<file path="config.mk">
export PLATFORM = sky130hd
export DESIGN_NAME = hevc_ref_row_feeder_flat
export DESIGN_NICKNAME = d
export VERILOG_FILES = /design/src/rtl/hevc_ref_row_feeder_pkg.sv /design/src/rtl/hevc_ref_row_feeder_if.sv /design/src/rtl/hevc_ref_row_feeder_row_fifo2.sv /design/src/rtl/hevc_ref_row_feeder.sv /design/src/flat_wrapper.sv
export SDC_FILE = /design/constraint.sdc
export NUM_CORES = 1
export LEC_CHECK = 0
export ABC_AREA = 1
export CAP_MARGIN = 25
export CELL_PAD_IN_SITES_DETAIL_PLACEMENT = 0
export CELL_PAD_IN_SITES_GLOBAL_PLACEMENT = 2
export CORE_ASPECT_RATIO = 1.25
export CORE_MARGIN = 10
export CORE_UTILIZATION = 29
export DETAILED_ROUTE_END_ITERATION = 10
export HOLD_SLACK_MARGIN = 0.02
export PLACE_DENSITY_LB_ADDON = 0.1
export SYNTH_ARGS = -nofsm -noshare
export SYNTH_HDL_FRONTEND = slang
export SYNTH_HIERARCHICAL = 1
export SYNTH_SLANG_ARGS = --single-unit
</file>
<file path="constraint.sdc">
create_clock -name clk -period 5.8 [get_ports clk]
set_input_delay 1.16 -clock clk [delete_from_list [all_inputs] [get_ports clk]]
set_output_delay 1.16 -clock clk [all_outputs]
set_load 0.03 [all_outputs]
</file>
<file path="src/rtl/hevc_ref_row_feeder_pkg.sv">
// Shared types and helpers for the reference-row feeder.
// Row geometry, FSM states and the row alignment function.
package hevc_ref_row_feeder_pkg;

  localparam int PIX_W    = 8;
  localparam int WORD_PIX = 16;
  localparam int ROW_PIX  = 15;
  localparam int MAX_ROWS = 15;

  localparam int WORD_W = PIX_W * WORD_PIX;
  localparam int ROW_W  = PIX_W * ROW_PIX;
  localparam int IDX_W  = 4;
  localparam int ENT_W  = ROW_W + IDX_W;

  typedef enum logic [1:0] {
    IDLE  = 2'd0,
    RUN   = 2'd1,
    DRAIN = 2'd2
  } state_t;

  typedef struct packed {
    logic [IDX_W-1:0] idx;
    logic [ROW_W-1:0] row;
  } row_ent_t;

  function automatic logic [ROW_W-1:0] align_row(
    input logic [WORD_W-1:0] lo,
    input logic [WORD_W-1:0] hi,
    input logic [3:0]        x
  );
    logic [2*WORD_W-1:0] w;
    w = {hi, lo} >> {x, 3'b000};
    return w[ROW_W-1:0];
  endfunction

  function automatic logic [IDX_W-1:0] clamp_rows(
    input logic [4:0] n
  );
    return (n > 5'(MAX_ROWS)) ? IDX_W'(MAX_ROWS)
                              : n[IDX_W-1:0];
  endfunction

endpackage

</file>
<file path="src/rtl/hevc_ref_row_feeder_if.sv">
// Memory read ports and in_row stream of the feeder.
// master = feeder side, slave = memory/interpolator side.
interface hevc_ref_row_feeder_if #(
  parameter int AW = 16
);
  import hevc_ref_row_feeder_pkg::*;

  logic              mem_rd_en;
  logic [AW-1:0]     mem_addr_lo;
  logic [AW-1:0]     mem_addr_hi;
  logic [WORD_W-1:0] mem_rdata_lo;
  logic [WORD_W-1:0] mem_rdata_hi;
  logic [ROW_W-1:0]  in_row;
  logic              row_valid;
  logic              row_ready;
  logic [IDX_W-1:0]  row_idx;

  modport master (
    output mem_rd_en,
    output mem_addr_lo,
    output mem_addr_hi,
    input  mem_rdata_lo,
    input  mem_rdata_hi,
    output in_row,
    output row_valid,
    input  row_ready,
    output row_idx
  );

  modport slave (
    input  mem_rd_en,
    input  mem_addr_lo,
    input  mem_addr_hi,
    output mem_rdata_lo,
    output mem_rdata_hi,
    input  in_row,
    input  row_valid,
    output row_ready,
    input  row_idx
  );

endinterface

</file>
<file path="src/rtl/hevc_ref_row_feeder_row_fifo2.sv">
// Two-entry synchronous FIFO holding aligned rows and their index.
// Push on a full FIFO is accepted only together with a pop.
module row_fifo2 #(
  parameter int W = 124
) (
  input  logic         clk,
  input  logic         rst,
  input  logic         i_push,
  input  logic [W-1:0] i_din,
  input  logic         i_pop,
  output logic [W-1:0] o_dout,
  output logic [1:0]   o_count,
  output logic         o_full,
  output logic         o_empty
);

  logic [W-1:0] r_mem [2];
  logic         r_wp;
  logic         r_rp;
  logic [1:0]   r_cnt;
  logic         w_pop;
  logic         w_push;

  assign w_pop  = i_pop & (r_cnt != 2'd0);
  assign w_push = i_push & ((r_cnt != 2'd2) | w_pop);

  always_ff @(posedge clk) begin
    if (rst) begin
      r_mem[0] <= '0;
      r_mem[1] <= '0;
      r_wp     <= 1'b0;
      r_rp     <= 1'b0;
      r_cnt    <= 2'd0;
    end else begin
      if (w_push) begin
        r_mem[r_wp] <= i_din;
        r_wp        <= ~r_wp;
      end
      if (w_pop) begin
        r_rp <= ~r_rp;
      end
      r_cnt <= r_cnt + {1'b0, w_push}
                     - {1'b0, w_pop};
    end
  end

  assign o_dout  = r_mem[r_rp];
  assign o_count = r_cnt;
  assign o_full  = (r_cnt == 2'd2);
  assign o_empty = (r_cnt == 2'd0);

endmodule

</file>
<file path="src/rtl/hevc_ref_row_feeder.sv">
// Fetches up to 15 reference rows, aligns each to x_off and
// streams them to the interpolator with valid/ready.
module hevc_ref_row_feeder
  import hevc_ref_row_feeder_pkg::*;
#(
  parameter int AW = 16
) (
  input  logic          clk,
  input  logic          rst,
  input  logic          start,
  input  logic [AW-1:0] base_addr,
  input  logic [AW-1:0] stride,
  input  logic [3:0]    x_off,
  input  logic [4:0]    num_rows,
  output logic          busy,
  output logic          done,
  hevc_ref_row_feeder_if.master bus
);

  state_t           r_state;
  state_t           w_next;
  logic [AW-1:0]    r_addr;
  logic [AW-1:0]    r_stride;
  logic [3:0]       r_xoff;
  logic [IDX_W-1:0] r_rows;
  logic [IDX_W-1:0] r_issued;
  logic [IDX_W-1:0] r_accepted;
  logic             r_pend;
  logic [IDX_W-1:0] r_pend_idx;
  logic             r_zero_done;

  logic [IDX_W-1:0] w_rows_in;
  logic             w_start;
  logic             w_pop;
  logic             w_push;
  logic             w_issue;
  logic             w_done;
  logic [2:0]       w_occ;
  logic [1:0]       w_cnt;
  logic             w_full;
  logic             w_empty;
  row_ent_t         w_din;
  row_ent_t         w_head;

  assign w_rows_in = clamp_rows(num_rows);
  assign w_start   = start & (r_state == IDLE);
  assign w_pop     = bus.row_valid & bus.row_ready;

  // Rows buffered or in flight after this cycle's pop.
  assign w_occ   = {1'b0, w_cnt} + {2'b0, r_pend}
                 - {2'b0, w_pop};
  assign w_issue = (r_state == RUN)
                 & (r_issued != r_rows)
                 & (w_occ < 3'd2);

  always_comb begin
    w_next = r_state;
    w_done = 1'b0;
    unique case (r_state)
      IDLE: begin
        if (w_start && w_rows_in != '0) begin
          w_next = RUN;
        end
      end
      RUN: begin
        if (r_issued == r_rows) begin
          w_next = DRAIN;
        end
      end
      DRAIN: begin
        if (r_accepted == r_rows) begin
          w_next = IDLE;
          w_done = 1'b1;
        end
      end
      default: begin
        w_next = IDLE;
      end
    endcase
  end

  always_ff @(posedge clk) begin
    if (rst) begin
      r_state     <= IDLE;
      r_addr      <= '0;
      r_stride    <= '0;
      r_xoff      <= '0;
      r_rows      <= '0;
      r_issued    <= '0;
      r_accepted  <= '0;
      r_pend      <= 1'b0;
      r_pend_idx  <= '0;
      r_zero_done <= 1'b0;
    end else begin
      r_state     <= w_next;
      r_zero_done <= w_start & (w_rows_in == '0);
      r_pend      <= w_issue;
      if (w_issue) begin
        r_pend_idx <= r_issued;
      end
      if (w_start) begin
        r_addr     <= base_addr;
        r_stride   <= stride;
        r_xoff     <= x_off;
        r_rows     <= w_rows_in;
        r_issued   <= '0;
        r_accepted <= '0;
      end else begin
        if (w_issue) begin
          r_addr   <= r_addr + r_stride;
          r_issued <= r_issued + 1'b1;
        end
        if (w_pop) begin
          r_accepted <= r_accepted + 1'b1;
        end
      end
    end
  end

  assign w_din.idx = r_pend_idx;
  assign w_din.row = align_row(bus.mem_rdata_lo,
                               bus.mem_rdata_hi,
                               r_xoff);
  assign w_push    = r_pend & (~w_full | w_pop);

  row_fifo2 #(
    .W (ENT_W)
  ) u_fifo (
    .clk     (clk),
    .rst     (rst),
    .i_push  (w_push),
    .i_din   (w_din),
    .i_pop   (w_pop),
    .o_dout  (w_head),
    .o_count (w_cnt),
    .o_full  (w_full),
    .o_empty (w_empty)
  );

  assign busy = (r_state != IDLE);
  assign done = w_done | r_zero_done;

  // Addresses read as zero whenever no read is issued.
  assign bus.mem_rd_en   = w_issue;
  assign bus.mem_addr_lo = w_issue ? r_addr : '0;
  assign bus.mem_addr_hi = w_issue ? r_addr + AW'(1)
                                   : '0;
  assign bus.in_row      = w_head.row;
  assign bus.row_idx     = w_head.idx;
  assign bus.row_valid   = ~w_empty;

endmodule

</file>
<file path="src/flat_wrapper.sv">
// flat-port wrapper written by rule: the top's interface ports become plain ports
module hevc_ref_row_feeder_flat import hevc_ref_row_feeder_pkg::*;
#(
  parameter int AW = 16
)
  (clk, rst, start, base_addr, stride, x_off, num_rows, busy, done, bus_mem_rd_en, bus_mem_addr_lo, bus_mem_addr_hi, bus_mem_rdata_lo, bus_mem_rdata_hi, bus_in_row, bus_row_valid, bus_row_ready, bus_row_idx);
  hevc_ref_row_feeder_if #(.AW(AW)) bus_i ();
  input  logic clk;
  input  logic rst;
  input  logic start;
  input  logic [AW-1:0] base_addr;
  input  logic [AW-1:0] stride;
  input  logic [3:0] x_off;
  input  logic [4:0] num_rows;
  output logic busy;
  output logic done;
  output wire logic [$bits(bus_i.mem_rd_en)-1:0] bus_mem_rd_en;
  output wire logic [$bits(bus_i.mem_addr_lo)-1:0] bus_mem_addr_lo;
  output wire logic [$bits(bus_i.mem_addr_hi)-1:0] bus_mem_addr_hi;
  input wire logic [$bits(bus_i.mem_rdata_lo)-1:0] bus_mem_rdata_lo;
  input wire logic [$bits(bus_i.mem_rdata_hi)-1:0] bus_mem_rdata_hi;
  output wire logic [$bits(bus_i.in_row)-1:0] bus_in_row;
  output wire logic [$bits(bus_i.row_valid)-1:0] bus_row_valid;
  input wire logic [$bits(bus_i.row_ready)-1:0] bus_row_ready;
  output wire logic [$bits(bus_i.row_idx)-1:0] bus_row_idx;
  assign bus_mem_rd_en = bus_i.mem_rd_en;
  assign bus_mem_addr_lo = bus_i.mem_addr_lo;
  assign bus_mem_addr_hi = bus_i.mem_addr_hi;
  assign bus_i.mem_rdata_lo = bus_mem_rdata_lo;
  assign bus_i.mem_rdata_hi = bus_mem_rdata_hi;
  assign bus_in_row = bus_i.in_row;
  assign bus_row_valid = bus_i.row_valid;
  assign bus_i.row_ready = bus_row_ready;
  assign bus_row_idx = bus_i.row_idx;
  hevc_ref_row_feeder #(.AW(AW)) u_core (.clk(clk), .rst(rst), .start(start), .base_addr(base_addr), .stride(stride), .x_off(x_off), .num_rows(num_rows), .busy(busy), .done(done), .bus(bus_i));
endmodule
</file>
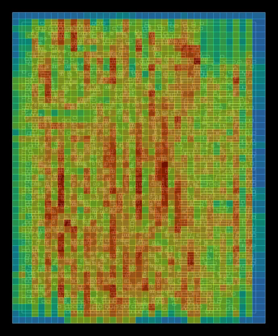
Fig. 1. Track usage over the die (run 1).
routed len/inst: 23.7 um
met2 Use GR: 0.378
met3 GRT Util: 0.0426

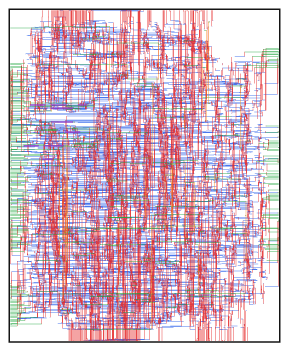
Fig. 2. Metal layers overlaid (run 1).
Scale: 1 px per um.
Key: blue = metal 1 [wire length 49.3 mm]; purple = metal 5 [wire length 131 um]; green = metal 3 [wire length 6230 um]; red = metal 2 [wire length 49.2 mm]; orange = metal 4 [wire length 1830 um]
Routed WL: 107 mm
GR Util All Layers: 0.234

==> results_dict.tcl, run 1 <==
# yosys + openroad results
set metrics [dict create \
    layout_top_cells "nand2_1, clkdlybuf4s50_1, nor2_1" \
    syn_inst 3125 \
    cp.depth 12 \
    synthMuxAreaShare 0.0844 \
    drtIter0Drc 1768 \
    hold_ws_ns 0.444 \
    htree_levels 2 \
    wl_met1_mm 49.3 \
    gp_congestion 0.948 \
    worstMarginPinSlew_ns 1.15 \
    cts.sinks 309 \
    synth-cells-yosys 3125 \
    nNetsFinal 3751 \
    startpoint "bus_row_ready" \
    max_freq_mhz 178 \
    r2r_slack_ns 2.23 \
    synth_warnings 6 \
    yosysSeqAreaShare 0.386 \
    clk-insertion-delay-late_ns 0.54 \
    hp-class "flop to flop" \
    syn-num-nets 3448 \
    path_delay_family "buffers and inverters" \
    status "finished clean" \
    clk_pin_slew_ns 0.06 \
    hp-start "u_core/u_fifo/r_rp" \
    synthTopCellsByCount "nand2_1, nor2_1, inv_1" \
]
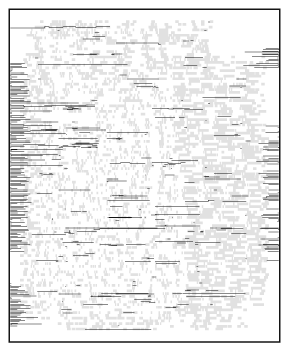
Fig. 3. The metal 3 layer (run 1).
Scale: 1 px per um. Cells faint in the background.
381 nets have wire on it. The layer holds 5.8% of the routed length. The wires run mostly horizontal. The layer carries 6230 um of wire.
DR vias: 22600

-- run 1: through the flow --
stage / worst slack, ns / total power [mW] / cells / cell area [sq um]
after detailed placement: 0.176 / 5.22 / 4435 / 27500
after CTS: 0.160 / 7.39 / 4496 / 28600
after global routing: 0.0185 / 7.72 / 4497 / 28600
after global placement: 0.176 / 5.21 / 4433 / 27500
after floorplan: 0.484 / 4.07 / 3125 / 22500
final: 0.167 / 7.35 / 4499 / 28600
-- run 1: final cells by class --
| class | instances | area [sq um] | share of cell area |
|---|---|---|---|
| diodes | 3 | 7.51 | 0.000262 |
| clock buffers | 45 | 935 | 0.0327 |
| clock inverters | 16 | 170 | 0.00595 |
| inverters | 269 | 1020 | 0.0358 |
| multi-input cells | 2328 | 11600 | 0.407 |
| flip-flops and latches | 309 | 8690 | 0.304 |
| well taps | 1044 | 1310 | 0.0457 |
| repair buffers | 485 | 4820 | 0.169 |
-- run 1: registers in the layout, indices dropped and copies added (netlist names), named ones only --
signal / flops
u_core/r_issued: 4
u_core/u_fifo/r_wp: 1
u_core/r_addr: 16
u_core/u_fifo/r_rp: 1
u_core/r_rows: 4
u_core/r_stride: 16
u_core/r_state: 2
u_core/r_pend_idx: 4
u_core/r_accepted: 4
u_core/r_xoff: 4
u_core/r_zero_done: 1
u_core/r_pend: 1
u_core/u_fifo/r_mem: 248
u_core/u_fifo/o_count: 2
-- run 1: how the worst min path moves through the flow --
stage | depth (start not counted) | endpoint
after floorplan | 1 | flop
after global placement | 1 | flop
after detailed placement | 1 | flop
after CTS | 1 | flop
after global routing | 2 | u_core/r_stride[7]
final | 1 | flop
Fig. 4: run 1, clock network drawn from the DEF
Scale: 1 px per um.
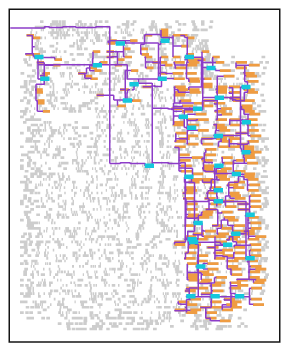

==> run 2: changes to the inputs <==
Settings changed: ABC_AREA 1 to not set, CORE_UTILIZATION 29 to 34.
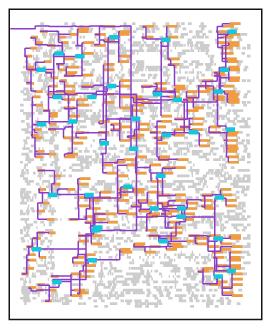
Fig. 5. Clock network drawn from the DEF (run 2).
Scale: 1 px per um.
Key: cyan = clock drivers [count 38]; orange = flip-flops [count 309]; purple = clock wires [length 5160 um]
There are 39 routed clock nets.
clock network power: 2.34 mW
clk latency late pin: 0.57 ns
Clock power frac: 0.328
Max Clock Skew: 0.0222 ns

==> results_dict.tcl, run 2 <==
# yosys + openroad results
set metrics [dict create \
    status "finished clean" \
    yosysSeqAreaShare 0.382 \
    layout_top_cells "clkdlybuf4s50_1, and2_1, edfxtp_1" \
    layout_setup_ws_ns 0.657 \
    avgRoutedWirePerCell_um 27.1 \
    finalPower_mw 7.14 \
    wl_mm 89.8 \
    top_regs "u_core/u_fifo/r_mem (248), u_core/r_addr (16), u_core/r_stride (16)" \
    critPathLaunchType "primary input" \
    globalRoute.totalOverflow 0 \
    syn_inst 2081 \
    port_buffers 444 \
    via_count 17900 \
    syn-num-nets 2404 \
    dp_slack_ns 0.627 \
    placed_area_sq_um 27700 \
    hold_ws_ns 0.458 \
    ant_nets 0 \
    design_area_sq_um 28900 \
    max_freq_mhz 194 \
    synthTopCellsByCount "and2_1, edfxtp_1, mux2_2" \
    drtIter0Drc 1232 \
    die_h_um 309 \
    htree_levels 2 \
    hp-class "flop to flop" \
    cts.sinks 309 \
    nNetsFinal 2741 \
    largest_reg_flops 248 \
    end_kind "primary output" \
    clk_pin_slew_ns 0.06 \
    grt_usage 0.223 \
    stdcell_count 3311 \
    gp_congestion 0.899 \
]
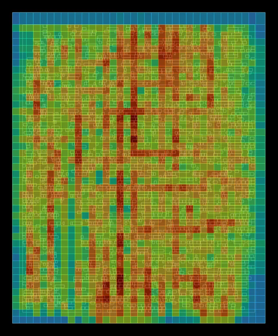
Fig. 6. Track usage over the die (run 2).
met1 GRT Util: 0.280
met2 Use GR: 0.352

==> run 2: cell count changes in the layout (fill, tap and decap cells not counted), sizes merged, moves of 121 or more <==
cell and change:
mux2i +121, nor2 -191, inv -248, nand2 -742, and2 +252, nand3 -218, o21ai -296, mux4 +121
==> run 2: worst max-delay path, cell delays in order <==
cell and delay [ns]:
clkdlybuf4s50_1 0.45, nor2b_1 0.12, buf_4 0.17, ha_1 0.24, nand2b_1 0.16, fa_1 0.40, xnor2_1 0.16, and3_1 0.25
nand2_4 0.28, a21oi_1 0.39, buf_12 0.16
==> run 2: where the power goes <==
part / switching (mW) / leakage, nW / internal [mW]
registers: 0.119 / 3.07 / 2.52
logic: 1.21 / 6.95 / 0.952
clock network: 1.00 / 0.586 / 1.34
total: 2.33 / 10.6 / 4.81
==> run 2: final cells by class <==
class	count	area, sq um	area share
antenna	7	17.5	0.000606
timing repair buffer	471	4830	0.167
inverter	18	72.6	0.00251
sequential	309	8690	0.300
clock buffer	50	1060	0.0366
clock inverter	20	145	0.00502
tap	856	1070	0.0370
multi-input combinational	1580	13000	0.451
==> run 2: worst paths after layout <==
path                                to                     start  cells after the start  slack [ns]
setup / recovery   bus_mem_addr_hi[14]             bus_row_ready                     11        0.66
hold / removal    u_core/r_pend_idx[2]      u_core/r_pend_idx[2]                      2        0.46
setup reg to reg      u_core/r_addr[2]  u_core/u_fifo/o_count[1]                     13        2.21
hold reg to reg   u_core/r_pend_idx[2]      u_core/r_pend_idx[2]                      2        0.46
==> run 2: routing by layer <==
metal / global-route usage / share of wire / wire length, um
met5: 0 / 0.0042 / 380
met4: 0.0742 / 0.033 / 2950
met2: 0.352 / 0.46 / 41100
met1: 0.280 / 0.41 / 37100
met3: 0.0774 / 0.091 / 8210
Power and IR drop assume default switching activity.
